### Gate families picked out, run 1

Drawn at 3 px/um.
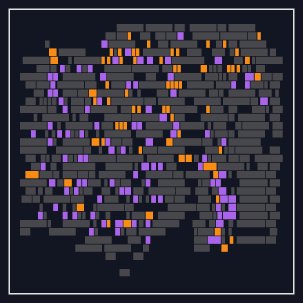
### Floorplan with the power grid, run 1

Drawn at 4 px/um. Pins as bars on the die edge.
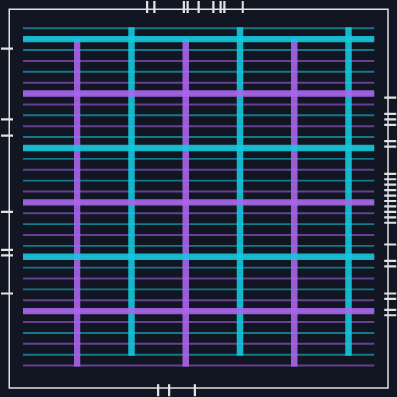
### Clock nets, run 1

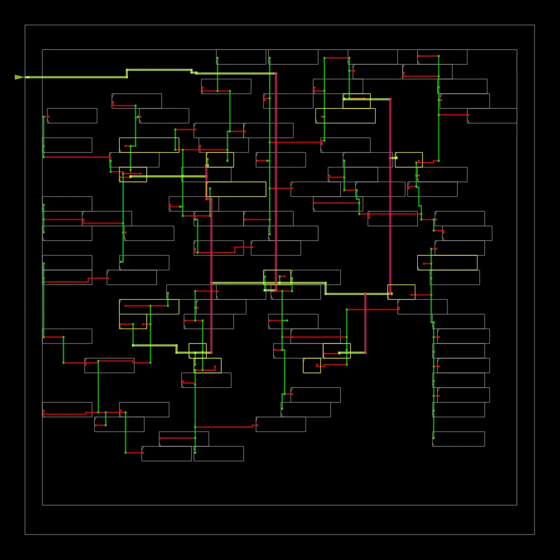
### config.mk
export PLATFORM = sky130hd
export DESIGN_NAME = seg_scan_display
export DESIGN_NICKNAME = d
export VERILOG_FILES = /design/src/rtl/seg_pkg.sv /design/src/rtl/bin2bcd_seq.sv /design/src/rtl/seg_scan_display.sv
export SDC_FILE = /design/constraint.sdc
export NUM_CORES = 1
export LEC_CHECK = 0
export CAP_MARGIN = 0
export CORE_MARGIN = 3
export CORE_UTILIZATION = 53
export DETAILED_ROUTE_END_ITERATION = 10
export PLACE_DENSITY = 0.83
export SLEW_MARGIN = 20
export SYNTH_ARGS = -nofsm -noshare
export SYNTH_HDL_FRONTEND = slang
export SYNTH_SLANG_ARGS = --single-unit
### constraint.sdc
create_clock -name CLK -period 4.9 [get_ports CLK]
set_input_delay 0.49 -clock CLK [delete_from_list [all_inputs] [get_ports CLK]]
set_output_delay 0.49 -clock CLK [all_outputs]
set_load 0.02 [all_outputs]
### src/rtl/seg_pkg.sv
// Shared constants for the multiplexed 7-segment driver: glyph table,
// special segment patterns and a constant-width helper.
package seg_pkg;

    localparam logic [7:0] SEG_DASH  = 8'hBF;
    localparam logic [7:0] SEG_BLANK = 8'hFF;

    // Active-low a..g in bits 6:0, dp off in bit 7; index 0 is the rightmost entry.
    localparam logic [15:0][7:0] SEG_GLYPH = {
        8'h8E, 8'h86, 8'hA1, 8'hC6, 8'h83, 8'h88, 8'h90, 8'h80,
        8'hF8, 8'h82, 8'h92, 8'h99, 8'hB0, 8'hA4, 8'hF9, 8'hC0
    };

    function automatic int clog2(input int n);
        int r;
        for (r = 0; (1 << r) < n; r++) begin
        end
        return r;
    endfunction

endpackage

### src/rtl/bin2bcd_seq.sv
// Sequential double-dabble: one add-3/shift iteration per clock, WIDTH clocks total.
// bcd/ovf present the final result combinationally during the done cycle.
module bin2bcd_seq
    import seg_pkg::*;
#(
    parameter int WIDTH  = 16,
    parameter int DIGITS = 4
) (
    input  logic                  CLK,
    input  logic                  RST_N,
    input  logic                  start,
    input  logic [WIDTH-1:0]      bin,
    output logic                  busy,
    output logic                  done,
    output logic [4*DIGITS-1:0]   bcd,
    output logic                  ovf
);

    localparam int BCD_W = 4 * DIGITS;
    localparam int CNT_W = (clog2(WIDTH) < 1) ? 1 : clog2(WIDTH);

    logic [WIDTH-1:0] bin_q;
    logic [BCD_W-1:0] bcd_q;
    logic [BCD_W-1:0] bcd_adj;
    logic [BCD_W-1:0] bcd_nxt;
    logic             shift_out;
    logic             ovf_q;
    logic             ovf_nxt;
    logic [CNT_W-1:0] iter_q;

    // NOTE: every variable written here gets a default first, so no latch can be inferred.
    always_comb begin
        bcd_adj = bcd_q;
        for (int i = 0; i < DIGITS; i++) begin
            if (bcd_q[4*i +: 4] >= 4'd5) begin
                bcd_adj[4*i +: 4] = bcd_q[4*i +: 4] + 4'd3;
            end
        end
        {shift_out, bcd_nxt} = {bcd_adj, bin_q[WIDTH-1]};
        ovf_nxt = ovf_q | shift_out;
    end

    assign done = busy && (iter_q == CNT_W'(WIDTH - 1));
    assign bcd  = bcd_nxt;
    assign ovf  = ovf_nxt;

    // NOTE: sequential state uses non-blocking assignments only.
    always_ff @(posedge CLK or negedge RST_N) begin
        if (!RST_N) begin
            busy   <= 1'b0;
            bin_q  <= '0;
            bcd_q  <= '0;
            ovf_q  <= 1'b0;
            iter_q <= '0;
        end else if (busy) begin
            bcd_q  <= bcd_nxt;
            bin_q  <= bin_q << 1;
            ovf_q  <= ovf_nxt;
            iter_q <= iter_q + CNT_W'(1);
            if (done) begin
                busy <= 1'b0;
            end
        end else if (start) begin
            bin_q  <= bin;
            bcd_q  <= '0;
            ovf_q  <= 1'b0;
            iter_q <= '0;
            busy   <= 1'b1;
        end
    end

endmodule

### src/rtl/seg_scan_display.sv
// Multiplexed 7-segment driver: hex/decimal display register, digit scan with
// PWM brightness and an anti-ghost blank slot, registered glitch-free outputs.
module seg_scan_display
    import seg_pkg::*;
#(
    parameter int DIGITS      = 4,
    parameter int WIDTH       = 16,
    parameter int SCAN_DIV    = 1024,
    parameter int BRIGHT_BITS = 4
) (
    input  logic                   CLK,
    input  logic                   RST_N,
    input  logic [WIDTH-1:0]       value,
    input  logic                   value_valid,
    input  logic                   mode_dec,
    input  logic                   blank_lz,
    input  logic [DIGITS-1:0]      dots,
    input  logic [BRIGHT_BITS-1:0] brightness,
    output logic                   busy,
    output logic [7:0]             seg_n,
    output logic [DIGITS-1:0]      dig_en
);

    localparam int BCD_W = 4 * DIGITS;
    localparam int PRE_W = clog2(SCAN_DIV);
    localparam int IDX_W = (clog2(DIGITS) < 1) ? 1 : clog2(DIGITS);

    logic             accept;
    logic             conv_done;
    logic [BCD_W-1:0] conv_bcd;
    logic             conv_ovf;
    logic [BCD_W-1:0] hex_disp;
    logic             hex_ovf;

    logic [BCD_W-1:0] disp_q;
    logic             ovf_q;
    logic [PRE_W-1:0] pre_q;
    logic [IDX_W-1:0] idx_q;

    assign accept = value_valid && !busy;

    bin2bcd_seq #(
        .WIDTH  (WIDTH),
        .DIGITS (DIGITS)
    ) u_bin2bcd (
        .CLK   (CLK),
        .RST_N (RST_N),
        .start (accept && mode_dec),
        .bin   (value),
        .busy  (busy),
        .done  (conv_done),
        .bcd   (conv_bcd),
        .ovf   (conv_ovf)
    );

    generate
        if (WIDTH > BCD_W) begin : g_hex_wide
            assign hex_disp = value[BCD_W-1:0];
            assign hex_ovf  = |value[WIDTH-1:BCD_W];
        end else begin : g_hex_narrow
            assign hex_disp = BCD_W'(value);
            assign hex_ovf  = 1'b0;
        end
    endgenerate

    // Display and overflow only ever change together, so no partial result is shown.
    always_ff @(posedge CLK or negedge RST_N) begin
        if (!RST_N) begin
            disp_q <= '0;
            ovf_q  <= 1'b0;
        end else if (conv_done) begin
            disp_q <= conv_bcd;
            ovf_q  <= conv_ovf;
        end else if (accept && !mode_dec) begin
            disp_q <= hex_disp;
            ovf_q  <= hex_ovf;
        end
    end

    always_ff @(posedge CLK or negedge RST_N) begin
        if (!RST_N) begin
            pre_q <= '0;
            idx_q <= '0;
        end else if (pre_q == PRE_W'(SCAN_DIV - 1)) begin
            pre_q <= '0;
            idx_q <= (idx_q == IDX_W'(DIGITS - 1)) ? '0 : idx_q + IDX_W'(1);
        end else begin
            pre_q <= pre_q + PRE_W'(1);
        end
    end

    logic [BRIGHT_BITS-1:0] phase;
    logic                   lit;
    logic [DIGITS-1:0]      lz_blank;
    logic                   zero_run;
    logic [6:0]             body;
    logic [7:0]             seg_nxt;
    logic [DIGITS-1:0]      dig_nxt;

    assign phase = pre_q[PRE_W-1 -: BRIGHT_BITS];
    assign lit   = (phase < brightness) && (pre_q != '0);

    // A digit blanks when it and every digit above it are zero; digit 0 never blanks.
    always_comb begin
        zero_run = 1'b1;
        lz_blank = '0;
        for (int i = DIGITS - 1; i >= 0; i--) begin
            zero_run = zero_run && (disp_q[4*i +: 4] == 4'd0);
            if (i > 0) begin
                lz_blank[i] = blank_lz && zero_run;
            end
        end
    end

    always_comb begin
        seg_nxt = SEG_BLANK;
        dig_nxt = '0;
        body    = SEG_BLANK[6:0];
        if (lit) begin
            if (ovf_q) begin
                body = SEG_DASH[6:0];
            end else if (!lz_blank[idx_q]) begin
                body = SEG_GLYPH[disp_q[4*idx_q +: 4]][6:0];
            end
            seg_nxt = {~dots[idx_q], body};
            dig_nxt = DIGITS'(1) << idx_q;
        end
    end

    always_ff @(posedge CLK or negedge RST_N) begin
        if (!RST_N) begin
            seg_n  <= SEG_BLANK;
            dig_en <= '0;
        end else begin
            seg_n  <= seg_nxt;
            dig_en <= dig_nxt;
        end
    end

endmodule

==> reports/results.tsv, run 1 <==
metric	value	unit
syn nets	476	
Max Cap Viol	0	
drt wl/cell	15.4	um
buffer levels on the longest clock path	2	
number of vias per cell after detailed routing	5.64	
minimum clock period after layout	2.86	ns
net total in the final layout	512	
final core utilization	0.660	
run status	finished, final reports clean	
area of all placed cells without fillers	4890	um^2
num rows	31	
remaining antenna violation count	0	
layout cell share with drive strength beyond 1	0.0862	
Worst Tran Pin Value	0.961	ns
first-pass GRT wire length	14800	um
Total GRT Usage	0.213	
most popular library cell in the synthesized design by count	dfrtp_1	
number of antenna violations at the first check in global routing	0	
total number of vias	3178	
Die Footprint	8900	um^2
placer's final routability congestion estimate	0.848	
top post-synthesis cells by area	dfrtp_1 (43%), ha_1 (7.3%), o21ai_0 (5.8%), dfstp_2 (5.1%), nand2_1 (4.3%)	
-- 'Gate families picked out' (at the start) --
orange -> nor cells  # cells 65
purple -> aoi and oai cells  # cells 95
top logic cell by instance count in the layout: dfrtp_1
Layout Cells excl Fill: 563
proportion of cell area occupied by multi-input gates: 0.403

-- 'Floorplan with the power grid' (at the start) --
purple -> VSS
cyan -> VDD
met5 straps = 6
met1 rails = 32
met4 straps = 6
Max VDD drop: 406 uV
Die Y: 94.3 um
area inside the core boundary: 7410 um^2
die boundary width: 94.3 um

-- 'Clock nets' (at the start) --
Clock Sinks: 79
setup skew after layout: 0.0126 ns
num sequential: 79
Clk Latency, worst-skew pair: 0.36 ns

-- run 1: cell usage in the layout, fill, tap and decap left out, drive strengths merged, types with 6 or more instances in the layout --
master	n
dfrtp	71
o21ai	48
nand2	47
nor2	46
clkdlybuf4s50	40
ha	24
inv	23
nand3	16
a21oi	16
o22ai	15
mux2i	13
nor3b	10
xnor2	9
clkbuf	9
dfstp	8
nand2b	6
a22oi	6
mux2	6
-- run 1: worst paths after layout --
check                                                   to                            from  cells after the start  slack [ns]
max                                 disp_q[12]$_DFFE_PN0P_        u_bin2bcd.busy$_DFF_PN0_                      5        2.04
min                                   idx_q[0]$_DFFE_PN0N_                           RST_N                      1        0.28
max reg2reg                         disp_q[12]$_DFFE_PN0P_        u_bin2bcd.busy$_DFF_PN0_                      5        2.04
min reg2reg                 u_bin2bcd.bin_q[8]$_DFFE_PN0P_  u_bin2bcd.bin_q[8]$_DFFE_PN0P_                      2        0.51
max in group asynchronous  u_bin2bcd.bcd_q[11]$_DFFE_PN0P_                           RST_N                      1        4.00
min in group CLK            u_bin2bcd.bin_q[8]$_DFFE_PN0P_  u_bin2bcd.bin_q[8]$_DFFE_PN0P_                      2        0.51
-- run 1: cell type report --
| class | instances | area [um^2] |
|---|---|---|
| fillers | 559 | 2520 |
| flip-flops and latches | 79 | 1990 |
| multi-input cells | 302 | 1970 |
| repair buffers | 44 | 430 |
| clock inverters | 7 | 168 |
| clock buffers | 9 | 124 |
| well taps | 99 | 124 |
| inverters | 23 | 86.3 |
-- run 1: registers in the layout, indices dropped and copies added (netlist names) --
| name | flops |
|---|---|
| u_bin2bcd.ovf_q | 1 |
| u_bin2bcd.iter_q | 4 |
| idx_q | 2 |
| u_bin2bcd.bcd_q | 16 |
| seg_n | 8 |
| dig_en | 4 |
| u_bin2bcd.bin_q | 16 |
| pre_q | 10 |
| u_bin2bcd.busy | 1 |
| disp_q | 16 |
| ovf_q | 1 |
-- run 1: critical path, cell delays in order, from the launching register on --
cell	delay, ns
dfrtp_1	0.86
nand4_1	0.82
inv_1	0.55
nor2_1	0.17
a22oi_1	0.18
o21ai_0	0.11
-- run 1: cell families after synthesis --
group | count (synthesis) | share of synthesized area
AND-OR/OR-AND | 96 | 0.133
XOR/XNOR | 13 | 0.0275
adder cells (fa/ha/maj) | 24 | 0.0726
buffers and inverters | 42 | 0.0436
flip-flops | 79 | 0.480
multiplexers | 24 | 0.0796
AND/OR/NAND/NOR | 145 | 0.163
-- run 1: routing by layer --
layer,vias to the layer above,part of all wire
met5,-,0
met4,0,0.022
met3,17,0.054
met2,90,0.51
met1,1535,0.41
li1,1536,-
-- run 1: power by group --
group          internal [mW]  total, mW  switching (mW)
Sequential             0.926       1.15           0.222
Combinational          0.511       1.15           0.636
Clock                  0.444      0.688           0.244
### Routed metal, one colour a layer, run 1

Drawn at 4 px/um.
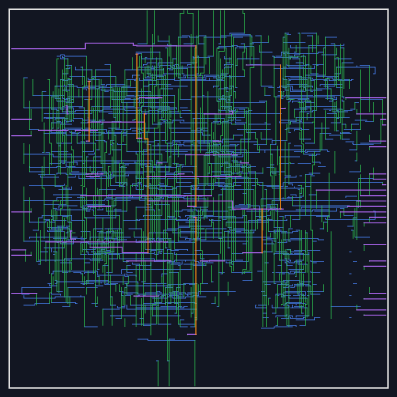

==> run 1 -> run 2 <==
--- a/config.mk
+++ b/config.mk
@@ -7,9 +7,9 @@
 export LEC_CHECK = 0
 export CAP_MARGIN = 0
 export CORE_MARGIN = 3
-export CORE_UTILIZATION = 53
+export CORE_UTILIZATION = 51
 export DETAILED_ROUTE_END_ITERATION = 10
-export PLACE_DENSITY = 0.83
+export PLACE_DENSITY = 0.84
 export SLEW_MARGIN = 20
 export SYNTH_ARGS = -nofsm -noshare
 export SYNTH_HDL_FRONTEND = slang
==> constraint.sdc (replaced) <==
create_clock -name CLK -period 2.5 [get_ports CLK]
set_input_delay 0.25 -clock CLK [delete_from_list [all_inputs] [get_ports CLK]]
set_output_delay 0.25 -clock CLK [all_outputs]
set_load 0.02 [all_outputs]
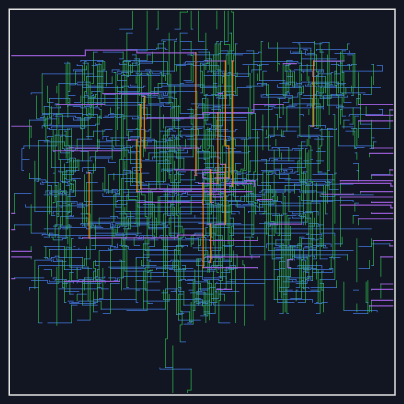
*Routed metal, one colour a layer, run 2*
Drawn at 4 px/um.
purple -> M3  # wire length 560 um
green -> M2  # wire length 4,360 um
blue -> M1  # wire length 3,790 um
orange -> M4  # wire length 243 um

==> reports/results.tsv, run 2 <==
metric	value	unit
run status	finished, final reports clean	
LEAKAGE	2.14	nW
Max Cap Viol	0	
P_int	3.50	mW
number of vias per cell after detailed routing	5.65	
final-layout fill cell count	624	
first-pass GRT wire length	15000	um
buffer levels on the longest clock path	2	
Clock Sinks	79	
number of antenna violations at the first check in global routing	0	
top post-synthesis cells by area	dfrtp_1 (43%), ha_1 (7.3%), o21ai_0 (5.8%), dfstp_2 (5.1%), nand2_1 (4.3%)	
layout cell share with drive strength beyond 1	0.0940	
most popular library cell in the synthesized design by count	dfrtp_1	
Worst Tran Pin Value	0.980	ns
Die Y	96.0	um
Die Footprint	9220	um^2
Yosys Warn Count	0	
num rows	32	
placer's final routability congestion estimate	0.830	
die boundary width	96.0	um
top logic cell by instance count in the layout	dfrtp_1	
remaining antenna violation count	0	
setup skew after layout	0.00381	ns
portion of total power attributed to the clock network	0.201	
drt wl/cell	15.7	um
sequential share of power	0.394	
Clk Latency, worst-skew pair	0.35	ns
Arrival @ worst endpoint	1.98	ns
Total GRT Usage	0.211	
Port Buffers	41	
registers with the highest flip-flop counts	disp_q: 16 flops, u_bin2bcd.bcd_q: 16 flops, u_bin2bcd.bin_q: 16 flops	
switching share of power	0.383	
syn nets	476	
area inside the core boundary	7810	um^2
portion of total power attributed to combinational logic	0.405	
highest-count cells in the layout ignoring fill and taps	dfrtp_1 (71), o21ai_0 (48), nand2_1 (47)	
switching power of the nets	2.17	mW
==> run 2: netlist changes by cell type in the layout (fill, tap and decap cells not counted) <==
cell	change
clkinv_2	+1
buf_4	+4
clkinvlp_4	+1
bufinv_16	-2
==> run 2: final cells by class <==
| type | count | area (um^2) | area share |
|---|---|---|---|
| tap | 102 | 128 | 0.0262 |
| inverter | 23 | 86.3 | 0.0177 |
| sequential | 79 | 1990 | 0.407 |
| clock inverter | 7 | 120 | 0.0246 |
| clock buffer | 9 | 124 | 0.0254 |
| multi-input combinational | 302 | 1970 | 0.404 |
| timing repair buffer | 48 | 460 | 0.0944 |
==> run 2: worst max-delay path: stages, from the launching register on <==
cell	delay, ns
dfrtp_1	0.72
buf_4	0.29
clkdlybuf4s50_1	0.62
==> run 2: layer usage <==
layer	wire length, um	track usage	share of wire
met5	0	0	0
met4	243	0.0960	0.027
met3	560	0.0618	0.063
met2	4360	0.343	0.49
met1	3790	0.260	0.42
==> run 2: power by group through the flow <==
stage / logic (mW) / registers (mW) / clock network, mW
detailed placement: 2.28 / 2.24 / 0
CTS: 2.30 / 2.22 / 1.16
finish: 2.30 / 2.24 / 1.14
global route: 2.61 / 2.29 / 1.22
global placement: 2.14 / 2.21 / 0
floorplan: 1.65 / 2.18 / 0
==> run 2: final timing paths <==
path | endpoint | depth (start not counted) | start | slack, ns
min in group CLK | u_bin2bcd.bin_q[5]$_DFFE_PN0P_ | 2 | u_bin2bcd.bin_q[5]$_DFFE_PN0P_ | 0.50
max | busy | 2 | u_bin2bcd.busy$_DFF_PN0_ | 0.27
min reg2reg | u_bin2bcd.bin_q[5]$_DFFE_PN0P_ | 2 | u_bin2bcd.bin_q[5]$_DFFE_PN0P_ | 0.50
max in group asynchronous | disp_q[7]$_DFFE_PN0P_ | 1 | RST_N | 1.82
min | u_bin2bcd.bcd_q[15]$_DFFE_PN0P_ | 1 | RST_N | 0.05
max reg2reg | seg_n[3]$_DFF_PN1_ | 6 | idx_q[0]$_DFFE_PN0N_ | 0.31
==> run 2: cell families after synthesis <==
logic type | count (synthesis) | synth area share
flip-flops | 79 | 0.480
AND-OR/OR-AND | 96 | 0.133
XOR/XNOR | 13 | 0.0275
AND/OR/NAND/NOR | 145 | 0.163
multiplexers | 24 | 0.0796
adder cells (fa/ha/maj) | 24 | 0.0726
buffers and inverters | 42 | 0.0436
==> run 2: metrics by stage <==
step | utilization | power [mW] | std cells | cell area, um^2
CTS | 0.625 | 5.68 | 570 | 4880
detailed placement | 0.594 | 4.51 | 554 | 4630
global route | 0.625 | 6.13 | 570 | 4880
finish | 0.625 | 5.68 | 570 | 4880
floorplan | - | 3.83 | 423 | 4140
global placement | 0.594 | 4.35 | 554 | 4630
Power figures rest on the tool's default switching activity, not on a simulated workload.
